**M2 wires**

Scale bar: 50 µm.
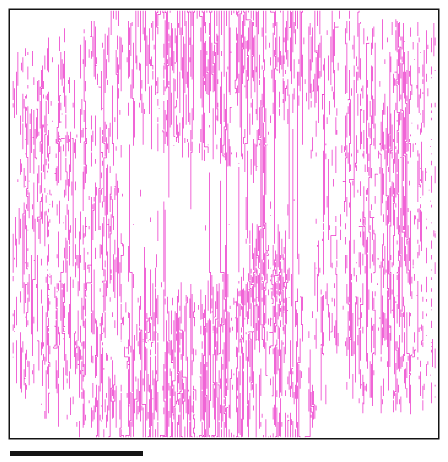
**Wiring by layer**

Only two layers are drawn.
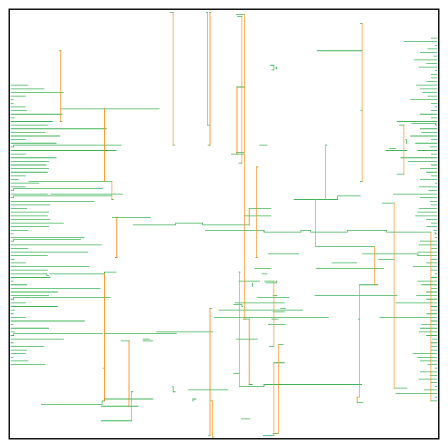
**Port wiring**

Scale bar: 50 µm.
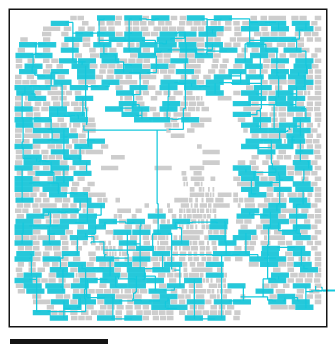
**Placement view**

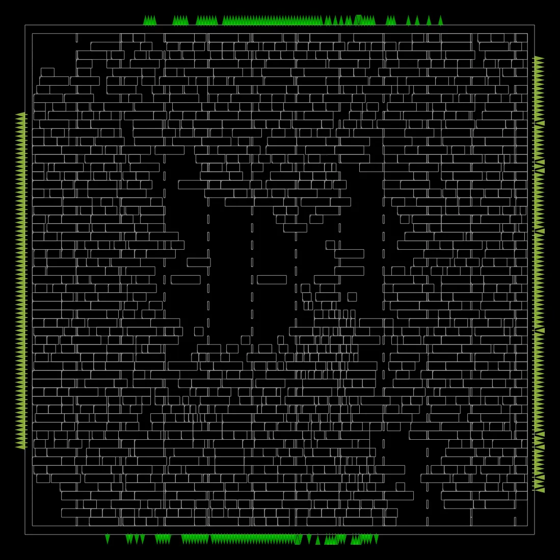
==> config.mk <==
export PLATFORM = sky130hd
export DESIGN_NAME = dtree_frame_sequencer
export DESIGN_NICKNAME = d
export VERILOG_FILES = /design/src/rtl/dtree_frame_sequencer.sv
export SDC_FILE = /design/constraint.sdc
export NUM_CORES = 1
export LEC_CHECK = 0
export CAP_MARGIN = 20
export CORE_MARGIN = 2
export CORE_UTILIZATION = 49
export DETAILED_ROUTE_END_ITERATION = 8
export PLACE_DENSITY = 0.9
export SLEW_MARGIN = 20
export SYNTH_ARGS = -nofsm -noshare
export SYNTH_HDL_FRONTEND = slang
export SYNTH_SLANG_ARGS = --single-unit
==> constraint.sdc <==
create_clock -name clk -period 2.6 [get_ports clk]
set_clock_uncertainty 0.2 [all_clocks]
set_input_delay 0.39 -clock clk [delete_from_list [all_inputs] [get_ports clk]]
set_output_delay 0.39 -clock clk [all_outputs]
set_load 0.03 [all_outputs]
==> flow_metrics.py <==
# Flow results
metrics = {
    "outcome": {
        "outcome": "finished, final reports clean",
    },
    "yosys": {
        "synth-compound-area-share": 0.0114,
        "synth_chip_area_mm2": 0.0120,
        "synth-simple-area-share": 0.0533,
        "edf_count": 0,
        "synth_nets": 784,
        "async_flop_share": 1.00,
        "synthTopCellsByCount": "dfrtp_1, mux2_2, clkbuf_1, nand2_1, buf_2",
        "xor_share": 0.00146,
        "synth_flops": 304,
        "top_cell": "dfrtp_1",
        "synthAdderAreaFrac": 0.00417,
        "synthMuxAreaShare": 0.278,
        "ys_cells": 761,
        "ys_warn_count": 0,
        "synthesis.area_mm2": 0.0120,
        "synth.logic.top_family": "multiplexers",
        "synth.avg_cell_area_um2": 15.8,
        "ys_seq_frac": 0.634,
    },
    "power": {
        "p_switching_uw": 2360,
        "power_frac_comb": 0.084,
        "powerSeq_uw": 4890,
        "p_leak_uw": 0.00814,
        "seqPwrFrac": 0.480,
        "cellPowerDensity_mw_per_mm2": 603,
    },
    "critical_path": {
        "r2r_cells": 7,
        "max_stage_delay_ns": 0.42,
        "worstSetupEndpointType": "flop",
        "criticalPathCategory": "reg -> reg",
        "worstPathRequired_ns": 2.83,
        "crit_path_cell_trace": "inv_1 -> ha_2 -> nand4bb_1 -> buf_4 -> nor2_1 -> nand2_1 -> mux2_2",
        "path_max_fanout": 8,
        "critical_path.slowest_cell": "dfrtp_1",
        "reg2reg_slack_ns": 0.15,
        "worstSetupPathDepth": 7,
    },
    "drt": {
        "drt_iter0_markers": 374,
        "via_per_inst": 5.35,
        "dr_wl_met3_mm": 2.49,
        "detail-route-antenna-nets": 0,
        "drc": 0,
        "met2_wirelength_mm": 16.2,
    },
    "global_routing": {
        "top_usage_layer": "met2",
        "grt_pass1_vias": 8439,
        "grt_max_degree": 67,
        "grt_pass1_wl_mm": 50.7,
        "met3_usage": 0.0666,
        "antenna_found_initial": 0,
        "met1_usage": 0.327,
    },
    "floorplanning": {
        "die_w_um": 160,
        "initCoreUtil": 0.496,
        "die-area_mm2": 0.0257,
        "die_h_um": 160,
    },
    "run": {
        "tool_warnings": 28,
        "drv_cap": 0,
    },
    "final_layout": {
        "top_area_cell_class": "sequential cells",
        "num-nets-final": 1142,
        "n_multi_input_combinational_cell": 412,
        "layout-drive-gt1-share": 0.374,
        "clock_area_frac": 0.0613,
        "area_growth_pct": 41.0,
        "num_antenna_cells": 0,
        "ff_count": 304,
        "final_common_cell": "clkdlybuf4s50_1",
        "largest_reg_flops": 288,
        "layout.cells.non_filler": 1465,
        "signal_buffers": 367,
        "sh_seq_area": 0.450,
        "logic_area_mm2": 0.00420,
        "layout.nonclk_buf_frac": 0.216,
    },
    "timing": {
        "layout_setup_ws_ns": 0.152,
        "fin_tns_setup_ns": 0,
        "max_freq_mhz": 409,
        "slew_headroom": 0.454,
        "min_period_ns": 2.45,
        "finalClockPeriodUsage": 0.941,
        "worst_pin_slew_ns": 0.819,
        "slew_violations": 0,
    },
    "place": {
        "hpwl_mm": 22.0,
        "dp.cells": 1410,
        "place_worst_setup_slack_ns": -0.0526,
        "place.gp.congestion": 0.791,
    },
    "clock_tree": {
        "hold_buffers": 1,
        "clk_pin_slew_ns": 0.07,
        "root_buffer": "clkbuf_16",
        "clock_path_buffers": 3,
        "postCtsResizedCells": 3,
        "cts.sinks": 304,
        "numCtsBuffers": 30,
    },
    "hold_path": {
        "hp-class": "in -> async",
    },
}
## Picture notes: 'M2 wires'
1110 nets have wire on it. The longest straight run is 89.1 µm. The layer carries 16200 µm of wire. The layer holds 49% of the routed length.
Post-Route WL: 32.9 mm
routed via count: 7844
met2 usage: 0.433

## Picture notes: 'wiring by layer'
Key: green = M3 [wire length 2490 µm]; orange = M4 [wire length 1050 µm]
Routed WL per cell: 22.4 µm
Total GRT Usage: 0.256

## Picture notes: 'port wiring'
Key: cyan = rst_n [bits 1, direction input, edge right, end cells 304, buffers 10, wire 2210 µm]
io pins: 316
Port Buffers: 315

## Picture notes: 'placement view'
Tap Count: 324
fillers: 1559
Finished Core Util: 0.700
# rows: 57

Power figures rest on the tool's default switching activity, not on a simulated workload.
